<file path="config.mk">
export PLATFORM = sky130hd
export DESIGN_NAME = traffic_light_timer
export DESIGN_NICKNAME = d
export VERILOG_FILES = /design/src/rtl/traffic_light_timer.sv
export SDC_FILE = /design/constraint.sdc
export NUM_CORES = 1
export LEC_CHECK = 0
export CAP_MARGIN = 20
export CORE_ASPECT_RATIO = 0.5
export CORE_MARGIN = 1
export CORE_UTILIZATION = 42
export CTS_CLUSTER_SIZE = 16
export DETAILED_ROUTE_END_ITERATION = 16
export GPL_ROUTABILITY_DRIVEN = 0
export GPL_TIMING_DRIVEN = 0
export MAX_ROUTING_LAYER = met4
export PLACE_DENSITY = 0.64
export RECOVER_POWER = 50
export SETUP_SLACK_MARGIN = 0.2
export SLEW_MARGIN = 20
export SYNTH_ARGS = -nofsm -noshare
export SYNTH_HDL_FRONTEND = slang
export SYNTH_SLANG_ARGS = --single-unit
</file>
<file path="constraint.sdc">
create_clock -name clk -period 3.36 [get_ports clk]
set_clock_uncertainty 0.05 [all_clocks]
set_input_delay 0.84 -clock clk [delete_from_list [all_inputs] [get_ports clk]]
set_output_delay 0.84 -clock clk [all_outputs]
set_load 0.005 [all_outputs]
</file>
<file path="src/rtl/traffic_light_timer.sv">
// One-second timebase for the traffic light controller: prescales clk into second ticks,
// counts whole seconds since the last restart and raises the phase-elapsed level flags.
module traffic_light_timer #(
    parameter int unsigned TICKS_PER_SEC = 50_000_000,
    parameter int unsigned SHORT_SEC     = 1,
    parameter int unsigned LONG_SEC      = 5
) (
    input  logic                           clk,
    input  logic                           reset_n,
    input  logic                           timer_en,
    input  logic                           rst_count,
    output logic                           one_sec_timer,
    output logic                           five_sec_timer,
    output logic [$clog2(LONG_SEC+1)-1:0]  elapsed_sec
);

    localparam int unsigned TW = $clog2(TICKS_PER_SEC);
    localparam int unsigned W  = $clog2(LONG_SEC + 1);

    localparam logic [TW-1:0] TickMax  = TW'(TICKS_PER_SEC - 1);
    localparam logic [W-1:0]  ShortVal = W'(SHORT_SEC);
    localparam logic [W-1:0]  LongVal  = W'(LONG_SEC);

    logic [TW-1:0] tick_q, tick_d;
    logic [W-1:0]  sec_q, sec_d;
    logic          one_q, one_d;
    logic          five_q, five_d;
    logic          run_q;
    logic          restart;
    logic          sec_tick;

    // The first edge after reset release acts as an implicit restart, so the latency from
    // reset matches the latency from an explicit rst_count.
    assign restart  = rst_count || !run_q;
    assign sec_tick = timer_en && (tick_q == TickMax);

    always_comb begin
        tick_d = tick_q;
        sec_d  = sec_q;
        if (restart) begin
            tick_d = '0;
            sec_d  = '0;
        end else if (timer_en) begin
            tick_d = sec_tick ? '0 : tick_q + 1'b1;
            if (sec_tick && (sec_q != LongVal)) begin
                sec_d = sec_q + 1'b1;
            end
        end
        // Flags follow the next count so they switch on the same edge as elapsed_sec.
        one_d  = (sec_d >= ShortVal);
        five_d = (sec_d >= LongVal);
    end

    always_ff @(posedge clk or negedge reset_n) begin
        if (!reset_n) begin
            tick_q <= '0;
            sec_q  <= '0;
            one_q  <= 1'b0;
            five_q <= 1'b0;
            run_q  <= 1'b0;
        end else begin
            tick_q <= tick_d;
            sec_q  <= sec_d;
            one_q  <= one_d;
            five_q <= five_d;
            run_q  <= 1'b1;
        end
    end

    assign one_sec_timer  = one_q;
    assign five_sec_timer = five_q;
    assign elapsed_sec    = sec_q;

endmodule

</file>
==> impl_metrics.tcl <==
# metrics dict for downstream scripts
set metrics [dict create \
    top_area_cell_class "combinational gates" \
    worstPathCellList "clkdlybuf4s50_1 -> clkbuf_1 -> nand2_1 -> o31ai_1 -> buf_2 -> buf_2 -> nor2_1" \
    setup_ws_ns 0.579 \
    r2r-end "tick_q[5]" \
    initial_core_util_pct 45.8 \
    edf_count 0 \
    violations "max-capacitance violations, max-slew violations" \
    preCtsSetupSlack_ns 0.332 \
    clock_sinks 32 \
    critPathTopFamily "buffers and inverters" \
    crit_top_cell "buf_2" \
    htreeDepth 2 \
    crit_cells 7 \
    met1_usage_pct 30.9 \
    worstSetupStartpoint "timer_en" \
    power.share.clock_pct 40.1 \
    yosysMostFrequentCell "dfrtp_1" \
    taps 54 \
    synth_warnings 0 \
    swShare_pct 23.4 \
    clkSlewWorstSetupHoldPaths_ns 0.06 \
    yosysSeqAreaShare_pct 43.1 \
    path_class "in -> reg" \
    synth_flop_count 32 \
    die_w_um 96.1 \
    cts-buffers-inserted 5 \
    fillers 405 \
    flops 32 \
    combPwrFrac_pct 4.3 \
    hpwl_mm 3.02 \
    sh_seq_area_pct 38.5 \
    cts.root.buffer_cell "clkbuf_8" \
    cts_tree "yes" \
    cts_resized 0 \
    postPlaceCellArea_um2 2000 \
    first_iter_violations 99 \
    synthDistinctLibCells 47 \
    diodes 0 \
    die_h_um 49.0 \
    synth_top_area_share_pct 43.1 \
    logic_family "simple AND/OR/NAND/NOR gates" \
    comb_share_pct 48.0 \
    timing.rr.start "tick_q[9]" \
    total_leakage_power_nw 0.791 \
    slew_headroom_pct -14.0 \
    cts_setup_buffers 0 \
    synthAoiAreaFrac_pct 11.6 \
    wl_met1_mm 2.16 \
    combGateArea_um2 998 \
    powerDensity_nw_per_um2 336 \
    grt_most_used_layer "met1" \
    dr_wl_met2_mm 1.84 \
    largest_register_ffs 26 \
    final-instance-count-excl-fill 272 \
    via_per_inst 5.94 \
    rr_worst_depth 6 \
    nonClkBufAreaFrac_pct 5.54 \
    dr_wl_met3_um 246 \
    seqPwrFrac_pct 55.6 \
    syn-instance-count 203 \
    simple_gate_area_share_pct 32.8 \
    hold_end "tick_q[18]" \
    power.group.top "registers" \
    maxCapViolations 1 \
    peakVddDrop_mv 0.124 \
    internal-power_mw 0.535 \
    rsz0062_at_grt "false" \
    dp.cells 265 \
    comb_cell_power_mw 0.0301 \
    grt_max_degree 33 \
    grt_first_pass_wirelength_mm 7.18 \
    grt_pass1_vias 1506 \
    comb_cells 158 \
    ys.flop_type "dfrtp_1" \
    post_route_cells_drive_above_1_share_pct 7.34 \
    syn_area_um2 1860 \
    antenna_found_initial 0 \
    xor_share_pct 7.07 \
    clock_path_buffers 2 \
    status "finished with violations" \
    utilization_pct 51.1 \
    synthTopCellsByArea "dfrtp_1, nor2_1, xor2_1" \
    crit_path_end "tick_q[5]" \
    grt.met3_usage_pct 5.14 \
    fin_crit_sh_pct 82.8 \
    yosys-top-cells-count "dfrtp_1, nor2_1, nand2_1, nand3_1" \
    ant_nets 0 \
    p_total_mw 0.698 \
    layout_top_cells "dfrtp_1, nor2_1, nand2_1, nand3_1" \
    whs_ns 0.502 \
    mostFrequentLayoutCell "dfrtp_1" \
    clk_latency_ns 0.28 \
    regMostFlops "tick_q" \
    fin_area_um2 2080 \
    buffers 16 \
    hold_viol 0 \
    drv_slew 33 \
    cp_max_fo 10 \
    setup_tns_ns 0 \
    final.clkbuf_count 6 \
    adder_share_pct 2.02 \
    power_switching_mw 0.163 \
    drt_wl_total_mm 4.30 \
    ff_latch_area_um2 801 \
    gr-total-overflow 0 \
    hold_depth 1 \
    min_period_ns 2.78 \
    synth.largest_area_cell "dfrtp_1" \
    openroad.warnings 27 \
    worst-path-buf-inv 4 \
]
### Port wiring

Scale: 6 px per um.
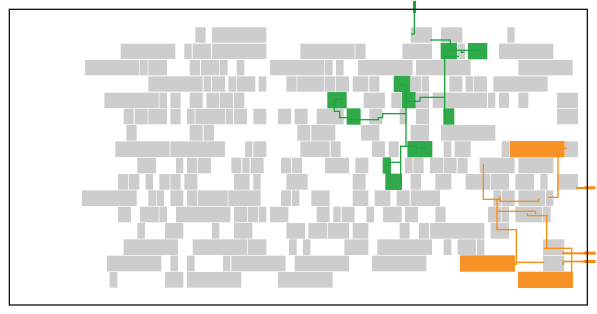
elapsed_sec -> orange  # direction output, edge east, end cells 3, buffers 3, wire 79.3 um
timer_en -> green  # direction input, edge north, end cells 12, buffers 2, wire 76.2 um
Buffers on Ports: 8
io pins: 9

### Cell classes on the final placement

Scale: 4 px per um.
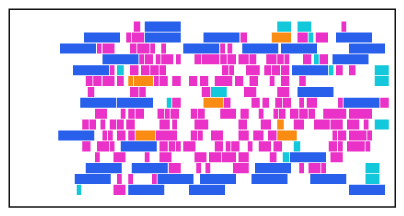
remaining buffers and delay cells -> cyan  # cells 16, share of their area 5.7%
clock drivers and dummy loads -> orange  # cells 7, share of their area 3.9%
sequential cells -> blue  # cells 32, share of their area 40%
combinational and other logic -> magenta  # cells 163, share of their area 51%
core area: 4060 um2
Rows: 16

